### Register map, names as in the netlist

Drawn at 6 px/um. Other sequential cells in the stronger gray, the rest of the logic in the fainter gray.
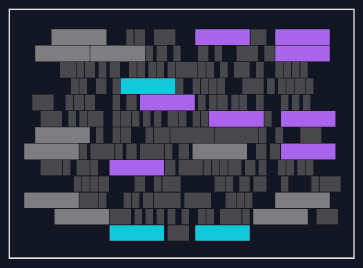
### Supply network

Drawn at 8 px/um. Pins as bars on the die edge.
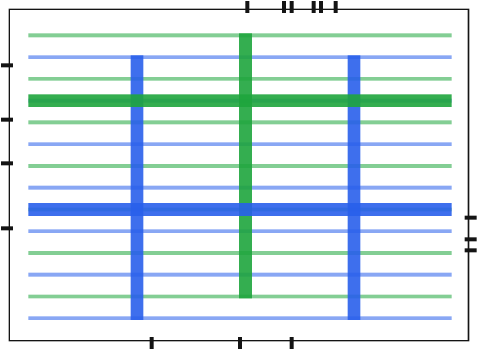
### Routed metal per tile

Drawn at 6 px/um. The die is cut into 11 by 8 equal tiles; dark purple is low, yellow is high, scaled to the fullest tile. Values are wire area over tile area, all layers added.
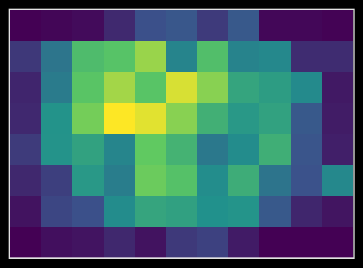
==> config.mk <==
export PLATFORM = sky130hd
export DESIGN_NAME = serial_bit_streamer
export DESIGN_NICKNAME = d
export VERILOG_FILES = /design/src/rtl/serial_bit_streamer.sv
export SDC_FILE = /design/constraint.sdc
export NUM_CORES = 1
export LEC_CHECK = 0
export ABC_AREA = 1
export CORE_ASPECT_RATIO = 0.7
export CORE_MARGIN = 2
export CORE_UTILIZATION = 57
export CTS_CLUSTER_SIZE = 10
export DETAILED_ROUTE_END_ITERATION = 7
export PLACE_DENSITY = 0.82
export SYNTH_ARGS = -nofsm -noshare
export SYNTH_HDL_FRONTEND = slang
export SYNTH_SLANG_ARGS = --single-unit
export TNS_END_PERCENT = 5
==> constraint.sdc <==
create_clock -name clk -period 2.63 [get_ports clk]
set_clock_uncertainty 0.05 [all_clocks]
set_input_delay 0.526 -clock clk [delete_from_list [all_inputs] [get_ports clk]]
set_output_delay 0.526 -clock clk [all_outputs]
set_load 0.05 [all_outputs]
==> out/results.txt <==
Tapcell Cnt: 22
post-DR wirelength/cell: 13.6 um
Hold WC Path Type: reg2reg
Int Power: 819 uW
DR iter-0 viols: 44
clock network share of area: 1.98%
vias in the first global route: 849
status: completed
flop count: 21
most frequent cells in the layout: nand2_1, dfrtp_1, nor2_1, nand3_1, clkdlybuf4s50_1
Max-slew headroom: 66.7%
Top power group: combinational logic
syn avg cell area: 7.53 sq um
Slowest cell on crit path: dfrtp_1
Root Driver: clkbuf_4
yosys synthesis chip area: 0.00113 sq mm
crit path cell chain: ha_1, ha_1, nand2_1, clkinv_1, buf_4
ys flops: 21
Final GP Congestion: 0.830
crit path DRT: 2.05 ns
ys cells: 150
global-route wire length before repair: 4060 um
top area contributor share: 46.5%
sw power: 737 uW
M2 GR Usage: 37.4%
Pleak: 0.000687 uW
cell with the most instances after synthesis: nand2_1
Flop pwr share: 38.4%
Post-synth EDFFs: 0
most instantiated logic cell after routing: nand2_1
multi-input gates: 118
Antenna Violating Nets Remaining: 0
Critical Path Most Common Cell: ha_1
PortBufs: 15
drt total wl: 2560 um
Logic power comb: 797 uW
Non-CTS buffers: 16
Clock Tree Buf Depth: 2
slew of the pin with the lowest slew margin: 0.499 ns
Clock group: 161 uW
switching share of power: 47.4%
Post-synth top cells: nand2_1, dfrtp_1, nand3_1, nor2_1, a21oi_1
crit-path max FO: 8
clk sinks: 21
arrival time worst endpoint: 1.84 ns
Commonest flop: dfrtp_1
busiest grt layer: met2
cycle use final: 91.9%
post-route cell area: 0.00133 sq mm
Cell Type Count: 22
Seq/total area: 39.7%
overall power: 1560 uW
Power Density: 1170 mW/mm^2
RSZ-0062 raised after global routing: false
Ys Warns: 0
worst setup path category: reg2out
Logic area: 547 sq um
Netlist Area Pre-Place: 0.00113 sq mm
row cnt: 13
met1 Use GR: 33.7%
grt met3 use: 7.26%
# hold bufs at CTS: 0
maxcap violations: 0
met2 wire len: 1150 um
M1 WL: 1230 um
async set-reset flop share out of synthesis: 100%
startpoint types: flop
boundary pin count: 16
via/cell ratio: 5.46
top cells by area: dfrtp_1, nand2_1, nand3_1
post-layout minimum cycle time: 2.42 ns
final cell count without fillers: 189
setup TNS: 0 ns
TritonCTS clock tree: done
NonClk Buf Share: 12.5%
final setup vio count: 0
and+or+nand+nor area frac: 40.2%
grt total ovfl: 0
Nets: 181
die area: 0.00236 sq mm
Top logic family: simple AND/OR/NAND/NOR gates
final slew viol count: 0
Crit path depth: 5
Seq/Total Area, Yosys: 46.5%
logic share of the area: 41.3%
DRC errors left: 0
CTS Buf Count: 3
setup bufs post-CTS: 0
clk_lat worst skew: 0.31 ns
CTS H-tree lvls: 1
CP bufs+invs: 2
layout cell share with drive strength beyond 1: 9.58%
Gate Count Post-Synth: 150
sequential power: 598 uW
WHS: 0.442 ns
top layer in use: met4
## Picture notes: 'Register map, names as in the netlist'
legend:
  r_shift:
    color: purple
    placed_flops: 8
  r_cnt:
    color: cyan
    placed_flops: 3
final core utilization: 70.8%
register area: 526 sq um

## Picture notes: 'Supply network'
legend:
  VSS:
    color: blue
  VDD:
    color: green
signal pins: 16
rows: 13
met5 straps: 2
met1 rails: 14
core area: 0.00187 sq mm
Max IR drop VDD: 812 uV
chip width: 57.2 um

## Picture notes: 'Routed metal per tile'
fullest tile: 0.46
tiles over half the peak: 35%
mean over tiles: 0.17
nearly empty tiles: 10%
densest ninth of the die: center
routed vias: 1,031
Tot GR Track Use: 24.7%

Power and IR drop assume default switching activity.
